## src/rtl/fixed_to_fp_pkg.sv

```systemverilog
// Shared constants and stage-register layouts for the fixed-point to
// IEEE-754 single-precision conversion pipeline.
package fixed_to_fp_pkg;

    localparam int FP_BIAS   = 127;
    localparam int FP_EXP_W  = 8;
    localparam int FP_MANT_W = 23;

    localparam logic [31:0] FP_POS_ZERO = 32'h0000_0000;

    // Stage registers are sized for the widest legal magnitude (32 bits).
    localparam int MAG_MAX_W = 32;
    localparam int POS_MAX_W = 5;

    // S1: leading-one position of the magnitude.
    typedef struct packed {
        logic                 valid;
        logic                 sign;
        logic                 zero;
        logic [POS_MAX_W-1:0] pos;
        logic [MAG_MAX_W-1:0] mag;
    } s1_t;

    // S2: normalised mantissa with guard and sticky.
    typedef struct packed {
        logic                 valid;
        logic                 sign;
        logic                 zero;
        logic [FP_EXP_W-1:0]  exp;
        logic [FP_MANT_W-1:0] mant;
        logic                 guard;
        logic                 sticky;
    } s2_t;

    // S3: packed result.
    typedef struct packed {
        logic        valid;
        logic [31:0] fp;
        logic        inexact;
    } s3_t;

endpackage

```

## src/rtl/fixed_to_fp_pipe_lod.sv

```systemverilog
// Combinational leading-one detector: index of the highest set bit.
module fixed_lod #(
    parameter int W     = 20,
    parameter int POS_W = (W > 1) ? $clog2(W) : 1
) (
    input  logic [W-1:0]     in_i,
    output logic [POS_W-1:0] pos_o,
    output logic             zero_o
);

    // Scan upward so the highest set bit is the last one written.
    always_comb begin
        pos_o  = '0;
        zero_o = 1'b1;
        for (int unsigned i = 0; i < unsigned'(W); i++) begin
            if (in_i[i]) begin
                pos_o  = POS_W'(i);
                zero_o = 1'b0;
            end
        end
    end

endmodule

```

## src/rtl/fixed_to_fp_pipe.sv

```systemverilog
// Three-stage unsigned-magnitude fixed-point to IEEE-754 single converter
// with a global stall driven by downstream ready.
module fixed_to_fp_pipe
    import fixed_to_fp_pkg::*;
#(
    parameter int INT_W    = 1,
    parameter int FRAC_W   = 19,
    parameter int ROUND_EN = 1
) (
    input  logic              clk_i,
    input  logic              rst_i,
    input  logic              valid_i,
    output logic              ready_o,
    input  logic              sign_i,
    input  logic [INT_W-1:0]  int_i,
    input  logic [FRAC_W-1:0] frac_i,
    output logic              valid_o,
    input  logic              ready_i,
    output logic [31:0]       fp_o,
    output logic              inexact_o
);

    localparam int W     = INT_W + FRAC_W;
    localparam int POS_W = (W > 1) ? $clog2(W) : 1;

    if (INT_W < 1 || INT_W > 16 || W < 2 || W > 32) begin : g_bad_width
        $error("fixed_to_fp_pipe: INT_W must be 1..16 and INT_W+FRAC_W 2..32");
    end

    if (ROUND_EN != 0 && ROUND_EN != 1) begin : g_bad_round
        $error("fixed_to_fp_pipe: ROUND_EN must be 0 or 1");
    end

    s1_t s1_d, s1_q;
    s2_t s2_d, s2_q;
    s3_t s3_d, s3_q;

    logic             adv;
    logic [W-1:0]     mag;
    logic [POS_W-1:0] lod_pos;
    logic             lod_zero;

    assign adv     = !s3_q.valid || ready_i;
    assign ready_o = adv;
    assign mag     = {int_i, frac_i};

    assign valid_o   = s3_q.valid;
    assign fp_o      = s3_q.fp;
    assign inexact_o = s3_q.inexact;

    fixed_lod #(
        .W(W)
    ) u_lod (
        .in_i  (mag),
        .pos_o (lod_pos),
        .zero_o(lod_zero)
    );

    // S1: capture magnitude with its leading-one position.
    always_comb begin
        s1_d = s1_q;
        if (adv) begin
            s1_d.valid = valid_i;
            s1_d.sign  = sign_i;
            s1_d.zero  = lod_zero;
            s1_d.pos   = POS_MAX_W'(lod_pos);
            s1_d.mag   = MAG_MAX_W'(mag);
        end
    end

    // S2: shift the leading one to bit 31 and drop it; the 31 bits below
    // split into mantissa, guard and sticky. For p <= 23 all low bits
    // shift into the mantissa, so guard and sticky are zero.
    logic [30:0] norm;

    always_comb begin
        norm = 31'(s1_q.mag << (5'd31 - s1_q.pos));
        s2_d = s2_q;
        if (adv) begin
            s2_d.valid  = s1_q.valid;
            s2_d.sign   = s1_q.sign;
            s2_d.zero   = s1_q.zero;
            s2_d.exp    = 8'(FP_BIAS - FRAC_W) + {3'b000, s1_q.pos};
            s2_d.mant   = norm[30:8];
            s2_d.guard  = norm[7];
            s2_d.sticky = |norm[6:0];
        end
    end

    // S3: round (nearest-even or truncate) and pack; a mantissa carry
    // leaves the mantissa at zero and bumps the exponent.
    logic        inc;
    logic [23:0] mant_sum;
    logic [7:0]  exp_r;

    always_comb begin
        inc      = (ROUND_EN != 0) && s2_q.guard && (s2_q.sticky || s2_q.mant[0]);
        mant_sum = {1'b0, s2_q.mant} + {23'b0, inc};
        exp_r    = s2_q.exp + {7'b0, mant_sum[23]};
        s3_d     = s3_q;
        if (adv) begin
            s3_d.valid = s2_q.valid;
            if (s2_q.zero) begin
                s3_d.fp      = FP_POS_ZERO;
                s3_d.inexact = 1'b0;
            end else begin
                s3_d.fp      = {s2_q.sign, exp_r, mant_sum[22:0]};
                s3_d.inexact = s2_q.guard || s2_q.sticky;
            end
        end
    end

    // Stage registers; reset discards anything in flight.
    always_ff @(posedge clk_i or posedge rst_i) begin
        if (rst_i) begin
            s1_q <= '0;
            s2_q <= '0;
            s3_q <= '0;
        end else begin
            s1_q <= s1_d;
            s2_q <= s2_d;
            s3_q <= s3_d;
        end
    end

endmodule

```

## config.mk

```make
export PLATFORM = sky130hd
export DESIGN_NAME = fixed_to_fp_pipe
export DESIGN_NICKNAME = d
export VERILOG_FILES = /design/src/rtl/fixed_to_fp_pkg.sv /design/src/rtl/fixed_to_fp_pipe_lod.sv /design/src/rtl/fixed_to_fp_pipe.sv
export SDC_FILE = /design/constraint.sdc
export NUM_CORES = 1
export LEC_CHECK = 0
export ABC_AREA = 1
export CAP_MARGIN = 20
export CORE_MARGIN = 1
export CORE_UTILIZATION = 25
export CTS_CLUSTER_SIZE = 12
export DETAILED_ROUTE_END_ITERATION = 10
export GPL_ROUTABILITY_DRIVEN = 1
export HOLD_SLACK_MARGIN = 0.06
export PLACE_DENSITY = 0.41
export SKIP_CTS_REPAIR_TIMING = 1
export SLEW_MARGIN = 20
export SYNTH_ARGS = -nofsm -noshare
export SYNTH_HDL_FRONTEND = slang
export SYNTH_HIERARCHICAL = 1
export SYNTH_SLANG_ARGS = --single-unit
```

## constraint.sdc

```tcl
create_clock -name clk_i -period 5.8 [get_ports clk_i]
set_input_delay 1.45 -clock clk_i [delete_from_list [all_inputs] [get_ports clk_i]]
set_output_delay 1.45 -clock clk_i [all_outputs]
set_load 0.02 [all_outputs]
```

### Cells by drive strength

Bar = 50 um.
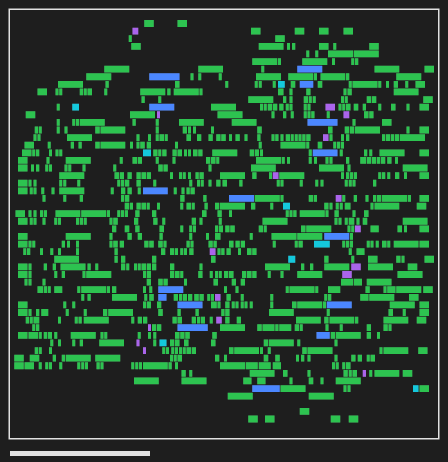
Key: purple = _2 cells [cells 17, share 1.9%]; cyan = _3 and _4 cells [cells 8, share 0.92%]; green = _0 and _1 cells [cells 831, share 95%]; blue = _6 and larger [cells 16, share 1.8%]

### Register map, names as in the netlist

Bar = 50 um. Other sequential cells in the stronger grey, the rest of the logic in the fainter grey.
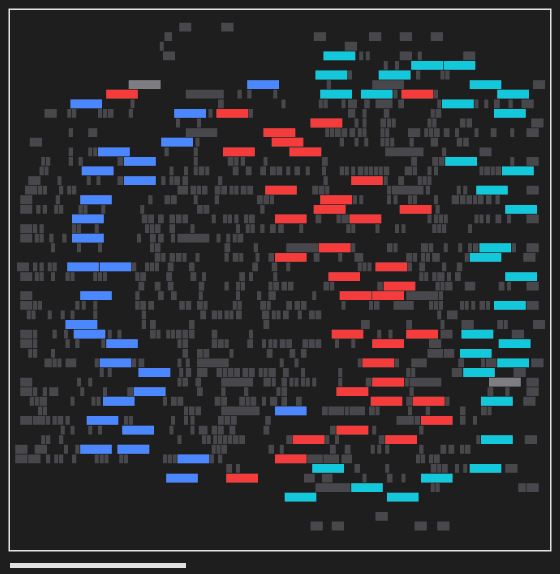
Key: red = `s2_q` [sequential cells 36]; blue = `s1_q` [sequential cells 28]; cyan = `fp_o` [sequential cells 32]
Another 2 sequential cells are not coloured.

### Cell outlines without signal wires

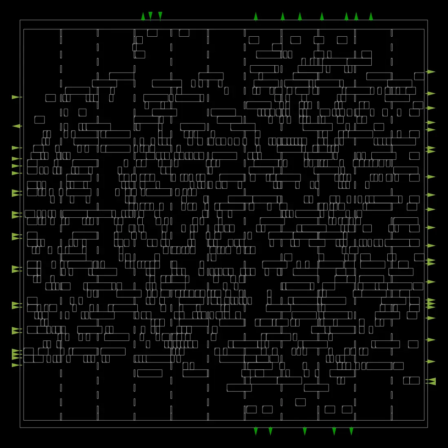
core area: 22,100 sq um
flop share of the area: 35.7%
# fillers: 2,461
flop count: 98
Final Util: 31.1%

==> flow_metrics.py <==
# Auto-generated metrics
metrics = {
    "detailed_routing": {
        "routed_wl_um": 16300,
        "dr.pass1.iters": 5,
        "antenna_left": 0,
        "num_vias": 5222,
        "drc": 0,
    },
    "clock_network": {
        "clk_path_buf_depth": 2,
        "cts_tree": "done",
        "clk_pin_slew_ns": 0.07,
        "cts_sinks": 98,
        "clock_latency_ns": 0.36,
    },
    "layout": {
        "buf_share_pct": 9.55,
        "n_multi_input_combinational_cell": 628,
        "drive_gt1_share_pct": 4.70,
        "regMostFlops": "s2_q",
        "regArea_sq_um": 2450,
        "comb_share_pct": 40.8,
        "mostFrequentLayoutCells": "317 x nand2_1, 122 x nand3_1, 98 x dfrtp_1",
        "layout_top_cell": "nand2_1",
        "areaGrowthSynthToFinish_pct": 20.4,
        "n_all_inverters": 65,
        "logic_area_sq_um": 2800,
    },
    "pwr": {
        "p_int_mw": 1.84,
        "pg_clk_mw": 0.731,
        "power_frac_clock_pct": 23.4,
        "swShare_pct": 41.2,
        "p_comb_mw": 1.24,
    },
    "worst_setup_path": {
        "slowest_delay_ns": 0.55,
        "cp_cell_sequence": "clkdlybuf4s50_1, or2_2, clkdlybuf4s50_1",
        "arrival_ns": 2.73,
        "startpoint": "ready_i",
        "r2r_cells": 16,
        "critPathMostFrequentCell": "clkdlybuf4s50_1",
    },
    "floorplanning": {
        "die-width_um": 153,
        "io_pins": 60,
    },
    "final_timing": {
        "period_used_pct": 72.0,
        "fmax_mhz": 239,
        "relSlewSlack_pct": 38.4,
        "hold_viol": 0,
        "period_needed_ns": 4.18,
        "fin_skew_ns": 0.0101,
        "rsz0062_at_grt": "no",
        "whs_ns": 0.454,
    },
    "logic_synthesis": {
        "syn_area_sq_um": 5710,
        "yosys_warnings": 6,
    },
    "place": {
        "gp_congestion": 0.827,
    },
    "worst_hold_path": {
        "min-delay-start": "s2_q[35]$_DFFE_PP0P_",
        "min_to": "valid_o$_DFFE_PP0P_",
    },
    "outcome": {
        "status": "completed",
    },
}
## per-layer routing
layer  vias up  part of all wire [%]  track usage, %
li1       2749                     -               -
met1      2353                    53            21.7
met2       107                    42            22.1
met3        13                   3.1            2.10
met4         0                   1.4            4.95
met5         -                     0               0
## cell usage after synthesis
| master | instances | share of area (%) |
|---|---|---|
| a21oi_1 | 32 | 2.8 |
| a22o_1 | 4 | 0.61 |
| a31oi_1 | 2 | 0.22 |
| a32o_1 | 1 | 0.18 |
| buf_2 | 22 | 1.9 |
| buf_4 | 11 | 1.4 |
| clkbuf_1 | 4 | 0.26 |
| dfrtp_1 | 98 | 43 |
| ha_1 | 6 | 1.3 |
| inv_1 | 60 | 3.9 |
| inv_2 | 5 | 0.33 |
| nand2_1 | 317 | 21 |
| nand3_1 | 122 | 11 |
| nand3_2 | 3 | 0.53 |
| nand4_1 | 6 | 0.66 |
| nor2_1 | 63 | 4.1 |
| nor2_2 | 7 | 0.77 |
| nor3_1 | 2 | 0.18 |
| nor3_4 | 1 | 0.29 |
| nor4b_1 | 1 | 0.15 |
| o21ai_0 | 43 | 3.8 |
| o21ai_1 | 11 | 0.96 |
| o31ai_1 | 1 | 0.13 |
| or2_1 | 1 | 0.11 |
| or2_2 | 1 | 0.11 |
| xnor2_1 | 3 | 0.46 |
| xor2_1 | 1 | 0.15 |
## kinds of logic (layout without fill, tap and decap cells)
logic type | count (synthesis) | after routing | share of synthesized area [%]
xor+xnor | 4 | 4 | 0.614
flops | 98 | 98 | 43.0
buf+inv | 102 | 146 | 7.92
fa+ha+maj | 6 | 6 | 1.32
compound gates | 94 | 94 | 8.68
simple gates | 524 | 524 | 38.5
## critical path, delay by kind of cell
family,cells,cell delay (ns)
buffers and inverters,2,0.95
and+or+nand+nor,1,0.33
No activity file was given, so power comes from the tool's default toggle rates.
